**Clock wires, drivers and flops**

Scale: 4 px per micron.
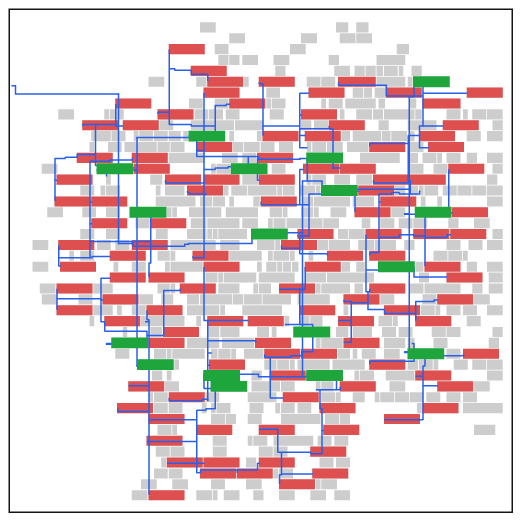
**PDN straps and rails**

Scale: 4 px per micron. Pins as bars on the die edge.
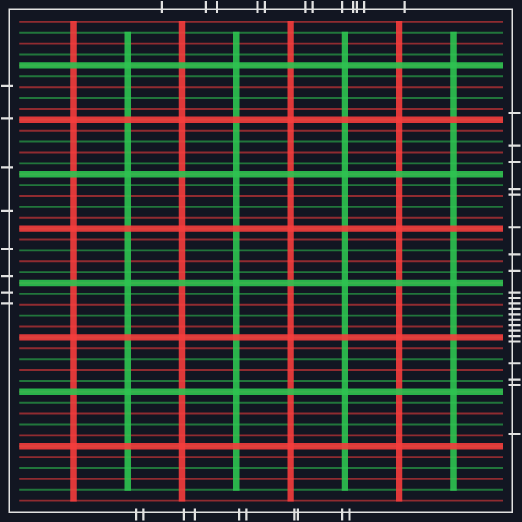
**Track usage over the die**

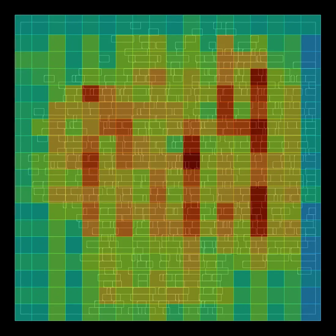
**Cell area per tile**

Scale: 2 px per micron. 13 x 13 tiles, from white (low) to dark blue (high), 0 to 100% covered.
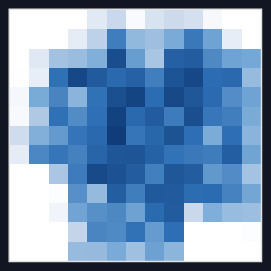
**config.mk**
```make
export PLATFORM = sky130hd
export DESIGN_NAME = skid_upsizer
export DESIGN_NICKNAME = d
export VERILOG_FILES = /design/src/rtl/skid_pkg.sv /design/src/rtl/skid_upsizer.sv
export SDC_FILE = /design/constraint.sdc
export NUM_CORES = 1
export LEC_CHECK = 0
export CAP_MARGIN = 15
export CORE_MARGIN = 2
export CORE_UTILIZATION = 35
export CTS_BUF_LIST = sky130_fd_sc_hd__clkbuf_16
export CTS_CLUSTER_SIZE = 10
export DETAILED_ROUTE_END_ITERATION = 7
export GPL_ROUTABILITY_DRIVEN = 0
export GPL_TIMING_DRIVEN = 0
export PLACE_DENSITY = 0.61
export SETUP_SLACK_MARGIN = 0.4
export SLEW_MARGIN = 30
export SYNTH_ARGS = -nofsm -noshare
export SYNTH_HDL_FRONTEND = slang
export SYNTH_SLANG_ARGS = --single-unit
```
**constraint.sdc**
```tcl
create_clock -name i_clk -period 1.7 [get_ports i_clk]
set_input_delay 0.51 -clock i_clk [delete_from_list [all_inputs] [get_ports i_clk]]
set_output_delay 0.51 -clock i_clk [all_outputs]
set_load 0.02 [all_outputs]
```
**src/rtl/skid_pkg.sv**
```systemverilog
// Shared defaults and FSM encoding for the skid-buffered width upsizer.
`timescale 1ns/1ps
package skid_pkg;

    localparam int DEF_DW    = 8;
    localparam int DEF_RATIO = 4;

    typedef enum logic {
        ST_FILL = 1'b0,
        ST_PEND = 1'b1
    } state_t;

endpackage

```
**src/rtl/skid_upsizer.sv**
```systemverilog
// Packs RATIO narrow beats into one wide word; a pending-word register absorbs
// one completed word while the output register is stalled.
//
// state   | meaning
// FILL    | accepting beats (o_ready=1)
// PEND    | a completed word waits for the output register (o_ready=0)
`timescale 1ns/1ps
module skid_upsizer
    import skid_pkg::*;
#(
    parameter int DW    = DEF_DW,
    parameter int RATIO = DEF_RATIO
) (
    input  logic                i_clk,
    input  logic                i_reset,
    input  logic                i_valid,
    output logic                o_ready,
    input  logic [DW-1:0]       i_data,
    input  logic                i_last,
    output logic                o_valid,
    input  logic                i_ready,
    output logic [DW*RATIO-1:0] o_data,
    output logic [RATIO-1:0]    o_keep,
    output logic                o_last
);

    localparam int            CW        = $clog2(RATIO);
    localparam logic [CW-1:0] LAST_LANE = CW'(RATIO - 1);

    state_t                r_state;
    state_t                w_state_nxt;
    logic                  r_ready;
    logic [CW-1:0]         r_cnt;
    logic [DW*RATIO-1:0]   r_acc_data;
    logic [RATIO-1:0]      r_acc_keep;
    logic [DW*RATIO-1:0]   r_pend_data;
    logic [RATIO-1:0]      r_pend_keep;
    logic                  r_pend_last;
    logic [DW*RATIO-1:0]   r_out_data;
    logic [RATIO-1:0]      r_out_keep;
    logic                  r_out_last;
    logic                  r_out_valid;

    logic                  w_in_xfer;
    logic                  w_out_xfer;
    logic                  w_complete;
    logic                  w_load_direct;
    logic                  w_load_pend;
    logic [DW*RATIO-1:0]   w_word_data;
    logic [RATIO-1:0]      w_word_keep;

    assign w_in_xfer     = i_valid & r_ready;
    assign w_out_xfer    = r_out_valid & i_ready;
    assign w_complete    = w_in_xfer & ((r_cnt == LAST_LANE) | i_last);
    assign w_load_direct = (r_state == ST_FILL) & w_complete & (~r_out_valid | w_out_xfer);
    assign w_load_pend   = (r_state == ST_FILL) & w_complete & ~w_load_direct;

    // Accumulator contents with the incoming beat merged into lane r_cnt.
    always_comb begin
        w_word_data = r_acc_data;
        w_word_keep = r_acc_keep;
        for (int k = 0; k < RATIO; k++) begin
            if (r_cnt == CW'(k)) begin
                w_word_data[k*DW +: DW] = i_data;
                w_word_keep[k]          = 1'b1;
            end
        end
    end

    always_comb begin
        w_state_nxt = r_state;
        case (r_state)
            ST_FILL: if (w_load_pend) w_state_nxt = ST_PEND;
            ST_PEND: if (w_out_xfer)  w_state_nxt = ST_FILL;
            default: w_state_nxt = ST_FILL;
        endcase
    end

    // o_ready is registered from the next state, so i_ready never reaches it combinationally.
    always_ff @(posedge i_clk or negedge i_reset) begin
        if (!i_reset) begin
            r_state <= ST_FILL;
            r_ready <= 1'b0;
        end else begin
            r_state <= w_state_nxt;
            r_ready <= (w_state_nxt == ST_FILL);
        end
    end

    always_ff @(posedge i_clk or negedge i_reset) begin
        if (!i_reset) begin
            r_cnt      <= '0;
            r_acc_data <= '0;
            r_acc_keep <= '0;
        end else if (w_complete) begin
            r_cnt      <= '0;
            r_acc_data <= '0;
            r_acc_keep <= '0;
        end else if (w_in_xfer) begin
            r_cnt      <= r_cnt + CW'(1);
            r_acc_data <= w_word_data;
            r_acc_keep <= w_word_keep;
        end
    end

    always_ff @(posedge i_clk or negedge i_reset) begin
        if (!i_reset) begin
            r_pend_data <= '0;
            r_pend_keep <= '0;
            r_pend_last <= 1'b0;
        end else if (w_load_pend) begin
            r_pend_data <= w_word_data;
            r_pend_keep <= w_word_keep;
            r_pend_last <= i_last;
        end
    end

    always_ff @(posedge i_clk or negedge i_reset) begin
        if (!i_reset) begin
            r_out_data  <= '0;
            r_out_keep  <= '0;
            r_out_last  <= 1'b0;
            r_out_valid <= 1'b0;
        end else if (w_load_direct) begin
            r_out_data  <= w_word_data;
            r_out_keep  <= w_word_keep;
            r_out_last  <= i_last;
            r_out_valid <= 1'b1;
        end else if ((r_state == ST_PEND) && w_out_xfer) begin
            r_out_data  <= r_pend_data;
            r_out_keep  <= r_pend_keep;
            r_out_last  <= r_pend_last;
            r_out_valid <= 1'b1;
        end else if (w_out_xfer) begin
            r_out_valid <= 1'b0;
        end
    end

    assign o_ready = r_ready;
    assign o_valid = r_out_valid;
    assign o_data  = r_out_data;
    assign o_keep  = r_out_keep;
    assign o_last  = r_out_last;

endmodule

```
==> impl_metrics.toml <==
# implementation run metrics
[status]
status = "finished with violations"
violations = "setup timing"

[power]
pwr-share-clk = 0.236
total_power_mw = 13.9
p_comb_mw = 6.03

[clock_tree]
tritoncts = "built"
clk_pin_slew_ns = 0.05

[synth]
adder_share = 0.00971
syn-mean-instance-area_sq_um = 12.7
synthesis.area_sq_um = 5160
largest_area_cell = "dfrtp_1"
syn_inst = 407
simple_gate_share = 0.0403
ys_seq_frac = 0.558

[worst_setup_path]
cp_cell_sequence = "ha_4 > buf_12 > o211ai_4 > a211oi_4 > buf_12 > buf_4 > buf_6 > mux2i_1"
timing.critical_path.mode_cell = "buf_12"
worst_path_max_delay_cell = "dfrtp_1"

[detailed_routing]
vias = 3529
wl_met1_microns = 5730
viasPerCell = 4.81
first_iter_violations = 235
highest_layer = "met4"
wl_met2_microns = 6420

[final_layout]
nets = 554
syn2layout_area_growth_pct = 49.6

[run]
maxCapViolCount = 0
warning_count = 32

[sta]
setup-violations-final = 41
hold_viol = 0
slew_viol_final = 0
totalNegativeSetupSlack_ns = -0.862
setup_slack_ns = -0.0501

[global_routing]
top_usage_layer = "met2"
grt_util_all_layers = 0.168
grt_pass1_wl_microns = 20400
grt_pass1_vias = 3862

[die]
initCoreUtil = 0.356
pin_count = 52
Notes on 'clock wires, drivers and flops' above:
green -> cells driving clock nets  # count 17
blue -> clock wires  # length 1,610 microns
red -> flip-flops  # count 115
flops lie = spread over the die
routed clock nets = 18

Notes on 'PDN straps and rails' above:
green -> VDD
red -> VSS
rows = 44
met1 rails = 45
met4 straps = 8
signal pins = 52
met5 straps = 8
die width: 125 microns
die height: 125 microns
core box area: 14,500 sq um
Max VDD drop: 0.892 mV

Notes on 'track usage over the die' above:
grt met3 use: 0.0377
global-route met1 utilization: 0.221
met2 Use GR: 0.274

Notes on 'cell area per tile' above:
tiles over 75% full = 25%
densest ninth of the die = middle
fullest tile = 95%
mean over tiles = 48%

## Yosys cell counts (all sizes together)
library cell	instances
mux2i	136
dfrtp	115
inv	40
nand2	30
o21ai	28
buf	18
and2	9
mux2	7
clkbuf	5
a21oi	4
ha	4
nor2	4
a211oi	1
a21o	1
nand3	1
nor4	1
o211ai	1
o21ba	1
or3	1
## area by class of cell
| type | count | area (sq um) |
|---|---|---|
| fillers | 1176 | 6770 |
| inverters | 40 | 153 |
| clock buffers | 17 | 425 |
| plain buffers | 23 | 320 |
| multi-input cells | 229 | 2320 |
| well taps | 184 | 230 |
| flip-flops and latches | 115 | 2880 |
| clock inverters | 14 | 108 |
| repair buffers | 111 | 1280 |
## worst paths after layout
kind,startpoint,endpoint
worst min register to register,r_acc_data[23],r_acc_data[23]
worst min-delay path,i_reset,r_pend_data[22]
worst max register to register,r_cnt[0],o_keep[3]
min in group i_clk,r_acc_data[23],r_acc_data[23]
max in group asynchronous,i_reset,r_pend_data[3]
worst max-delay path,r_cnt[0],o_keep[3]
## layout by cell type (no fill, tap or decap), types with 3 or more instances in the layout
cell and count:
mux2i_4 16, clkinv_1 6, dfrtp_1 113, dlygate4sd2_1 3, o21ai_2 26, buf_8 5, buf_12 11, clkdlybuf4s50_1 8
buf_4 38, mux2i_1 111, clkbuf_16 20, inv_1 42, a21oi_2 3, and2_1 9, buf_16 6, buf_6 55
mux2i_2 9, nor2_1 4, mux2_4 4, nand2_1 29
## flip-flops by register name, summed over array words and instances, names as in the netlist
signal / count
r_acc_data: 32
r_acc_keep: 4
o_ready: 1
r_pend_data: 32
o_last: 1
r_pend_last: 1
r_state: 1
r_pend_keep: 4
o_data: 32
o_valid: 1
r_cnt: 2
o_keep: 4
Power and IR drop assume default switching activity.
